`src/rtl/lstm_sa_pkg.sv`:
```
`default_nettype none
// ============================================================================
// lstm_sa_pkg : shared types for the LSTM systolic-array delay logic
// Rev 1.0
// ============================================================================
package lstm_sa_pkg;

    // Widest request address any delay element carries; narrower banks zero-extend.
    localparam int MAX_ADDR_W = 16;

    typedef enum logic [1:0] {
        IDLE  = 2'd0,
        RUN   = 2'd1,
        DRAIN = 2'd2
    } delay_state_t;

    typedef struct packed {
        logic                  valid;
        logic                  cs;
        logic [MAX_ADDR_W-1:0] addr;
    } sa_req_t;

    function automatic int addr_w(input int feature_bits);
        return 2 * feature_bits;
    endfunction

endpackage
`default_nettype wire

```
`src/rtl/delay_stage.sv`:
```
`default_nettype none
// ============================================================================
// delay_stage : one registered request slot with hold and clear
// Rev 1.0
// ============================================================================
module delay_stage
    import lstm_sa_pkg::*;
(
    input  logic    clk,
    input  logic    rst_n,
    input  logic    hold,
    input  logic    clear,
    input  sa_req_t d,
    output sa_req_t q
);

    // Clear drops the request but leaves the address bits where they were.
    always_ff @(posedge clk or negedge rst_n) begin
        if (!rst_n) begin
            q <= '0;
        end else if (clear) begin
            q.valid <= 1'b0;
            q.cs    <= 1'b0;
        end else if (!hold) begin
            q <= d;
        end
    end

endmodule
`default_nettype wire

```
`src/rtl/skew_delay_bank.sv`:
```
`default_nettype none
// ============================================================================
// skew_delay_bank : per-PE-row skewed/aligned copies of a broadcast request
// Rev 1.0
// ============================================================================
module skew_delay_bank
    import lstm_sa_pkg::*;
#(
    parameter  int FEATURE_BITS = 4,
    parameter  int N_CH         = 4,
    localparam int ADDR_W       = addr_w(FEATURE_BITS)
) (
    input  logic                     sys_clk,
    input  logic                     reset_n,
    input  logic [ADDR_W-1:0]        address_in,
    input  logic                     enable_in,
    input  logic                     cs_in,
    input  logic                     mode_in,
    input  logic                     stall_in,
    input  logic                     flush_in,
    output logic [N_CH*ADDR_W-1:0]   address_out,
    output logic [N_CH-1:0]          enable_out,
    output logic [N_CH-1:0]          cs_out,
    output logic                     busy_out,
    output logic                     mode_out
);

    sa_req_t         in_req;
    sa_req_t         stage_q [N_CH];
    sa_req_t         tap     [N_CH];
    logic [N_CH-2:0] early_valid;
    logic [N_CH-1:0] unused_tap;
    delay_state_t    state_q;
    delay_state_t    state_d;
    logic            mode_q;

    always_comb begin
        in_req                    = '0;
        in_req.valid              = enable_in;
        in_req.cs                 = cs_in;
        in_req.addr[ADDR_W-1:0]   = address_in;
    end

    for (genvar k = 0; k < N_CH; k++) begin : g_chain
        if (k == 0) begin : g_head
            delay_stage u_stage (
                .clk   (sys_clk),
                .rst_n (reset_n),
                .hold  (stall_in),
                .clear (flush_in),
                .d     (in_req),
                .q     (stage_q[k])
            );
        end else begin : g_body
            delay_stage u_stage (
                .clk   (sys_clk),
                .rst_n (reset_n),
                .hold  (stall_in),
                .clear (flush_in),
                .d     (stage_q[k-1]),
                .q     (stage_q[k])
            );
        end

        assign tap[k]        = mode_q ? stage_q[N_CH-1] : stage_q[k];
        assign enable_out[k] = tap[k].valid & ~stall_in;
        assign cs_out[k]     = tap[k].cs & enable_out[k];
        assign address_out[k*ADDR_W +: ADDR_W] = tap[k].addr[ADDR_W-1:0];
        assign unused_tap[k] = ^tap[k];
    end

    for (genvar k = 0; k < N_CH - 1; k++) begin : g_early
        assign early_valid[k] = stage_q[k].valid;
    end

    always_ff @(posedge sys_clk or negedge reset_n) begin
        if (!reset_n) begin
            state_q <= IDLE;
            mode_q  <= 1'b0;
        end else begin
            state_q <= state_d;
            if (state_q == IDLE) begin
                mode_q <= mode_in;
            end
        end
    end

    // DRAIN ends once the last in-flight request has reached the final stage.
    always_comb begin
        state_d = state_q;
        case (state_q)
            IDLE: begin
                if (enable_in && !stall_in && !flush_in) state_d = RUN;
            end
            RUN: begin
                if (flush_in)                       state_d = IDLE;
                else if (!stall_in && !enable_in)   state_d = DRAIN;
            end
            DRAIN: begin
                if (flush_in)                       state_d = IDLE;
                else if (!stall_in) begin
                    if (enable_in)                  state_d = RUN;
                    else if (~|early_valid)         state_d = IDLE;
                end
            end
            default: state_d = IDLE;
        endcase
    end

    assign busy_out = (state_q != IDLE);
    assign mode_out = mode_q;

endmodule
`default_nettype wire

```
`config.mk`:
```
export PLATFORM = sky130hd
export DESIGN_NAME = skew_delay_bank
export DESIGN_NICKNAME = d
export VERILOG_FILES = /design/src/rtl/lstm_sa_pkg.sv /design/src/rtl/delay_stage.sv /design/src/rtl/skew_delay_bank.sv
export SDC_FILE = /design/constraint.sdc
export NUM_CORES = 1
export LEC_CHECK = 0
export ABC_AREA = 1
export CORE_MARGIN = 10
export CORE_UTILIZATION = 48
export CTS_CLUSTER_DIAMETER = 40
export CTS_CLUSTER_SIZE = 30
export DETAILED_ROUTE_END_ITERATION = 6
export GPL_TIMING_DRIVEN = 0
export HOLD_SLACK_MARGIN = 0.15
export PLACE_DENSITY = 0.81
export SYNTH_ARGS = -nofsm -noshare
export SYNTH_HDL_FRONTEND = slang
export SYNTH_SLANG_ARGS = --single-unit
```
`constraint.sdc`:
```
create_clock -name sys_clk -period 1.4 [get_ports sys_clk]
set_input_delay 0.28 -clock sys_clk [delete_from_list [all_inputs] [get_ports sys_clk]]
set_output_delay 0.28 -clock sys_clk [all_outputs]
set_load 0.05 [all_outputs]
```
Fig. 1: metal 1
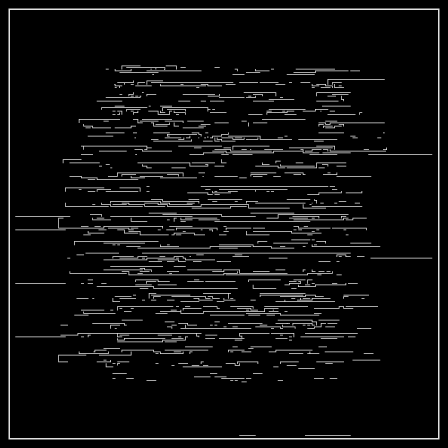
302 nets have wire on it. The layer carries 2510 µm of wire. The wires run mostly horizontal.
vias post-DR: 1941
drt total wl: 6430 µm
M1 GR Usage: 19.1%

Fig. 2: the metal 2 layer
Scale bar: 20 µm.
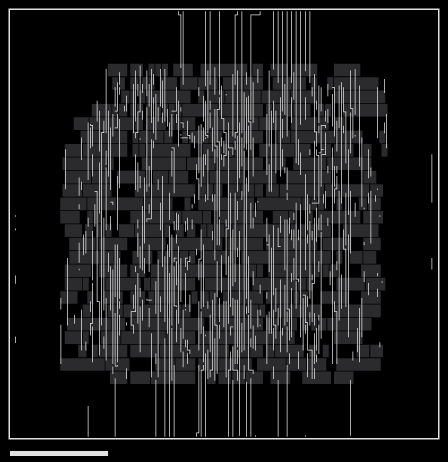
The longest straight run is 43.9 µm. The wires run mostly vertical.
met2 GRT Util: 29.8%

==> run_results.csv <==
group,metric,value,unit
run_status,status,"finished, violations left",
run_status,violations,"negative setup slack",
setup_path,slowest_stage,"dfrtp_2",
logic_synthesis,synth_cells,250,
setup_path,critPathMaxStageDelay,440,ps
logic_synthesis,numSynthFlops,43,
final_layout,comb_share,33.6,%
pwr,irDropWorstVdd,1.33,mV
die,core_area,0.00435,mm²
pwr,p_int,3.53,mW
pwr,switching_share,48.6,%
setup_path,crit_path_end,"cs_out[0]",
pwr,p_seq,1.62,mW
pwr,p_leak,1.67,nW
placement,dp.cells,358,
placement,place_congestion,0.776,
placement,dpl_cell_area,0.00312,mm²
sta,finalWorstSetupSlack,-359,ps
final_layout,post-route-util,80.1,%
sta,max_freq,568,MHz
setup_path,worstPathArrival,1480,ps
routing,antenna_left,0,
sta,finalSetupViolCount,33,
pwr,top_power_group,"combinational cells",
logic_synthesis,synth-adder-area-share,0,%
final_layout,seq_area_share,31.0,%
setup_path,cp-start-kind,"flop",
clock_tree,cts_buffers,5,
sta,period_minus_slack,1760,ps
final_layout,instances_no_fill,374,
final_layout,comb_area,0.00117,mm²
grt,gr-max-usage-layer,"met2",
setup_path,worst-path-buf-inv,2,
pwr,comb-power,4.48,mW
logic_synthesis,yosys_cells,250,
setup_path,crit_chain,"clkbuf_16 > nand2_4 > a21oi_4 > o21a_4 > buf_8",
clock_tree,clock-sinks,43,
pwr,combPwrFrac,65.2,%
Fig. 3: M3 wires
Scale bar: 20 µm.
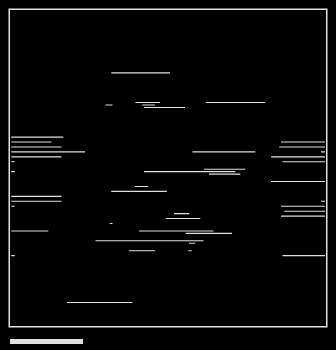
39 nets have wire on it. The wires run mostly horizontal. The layer holds 7.2% of the routed length. The layer carries 460 µm of wire.
M3 GR Usage: 4.87%

No activity file was given, so power comes from the tool's default toggle rates.
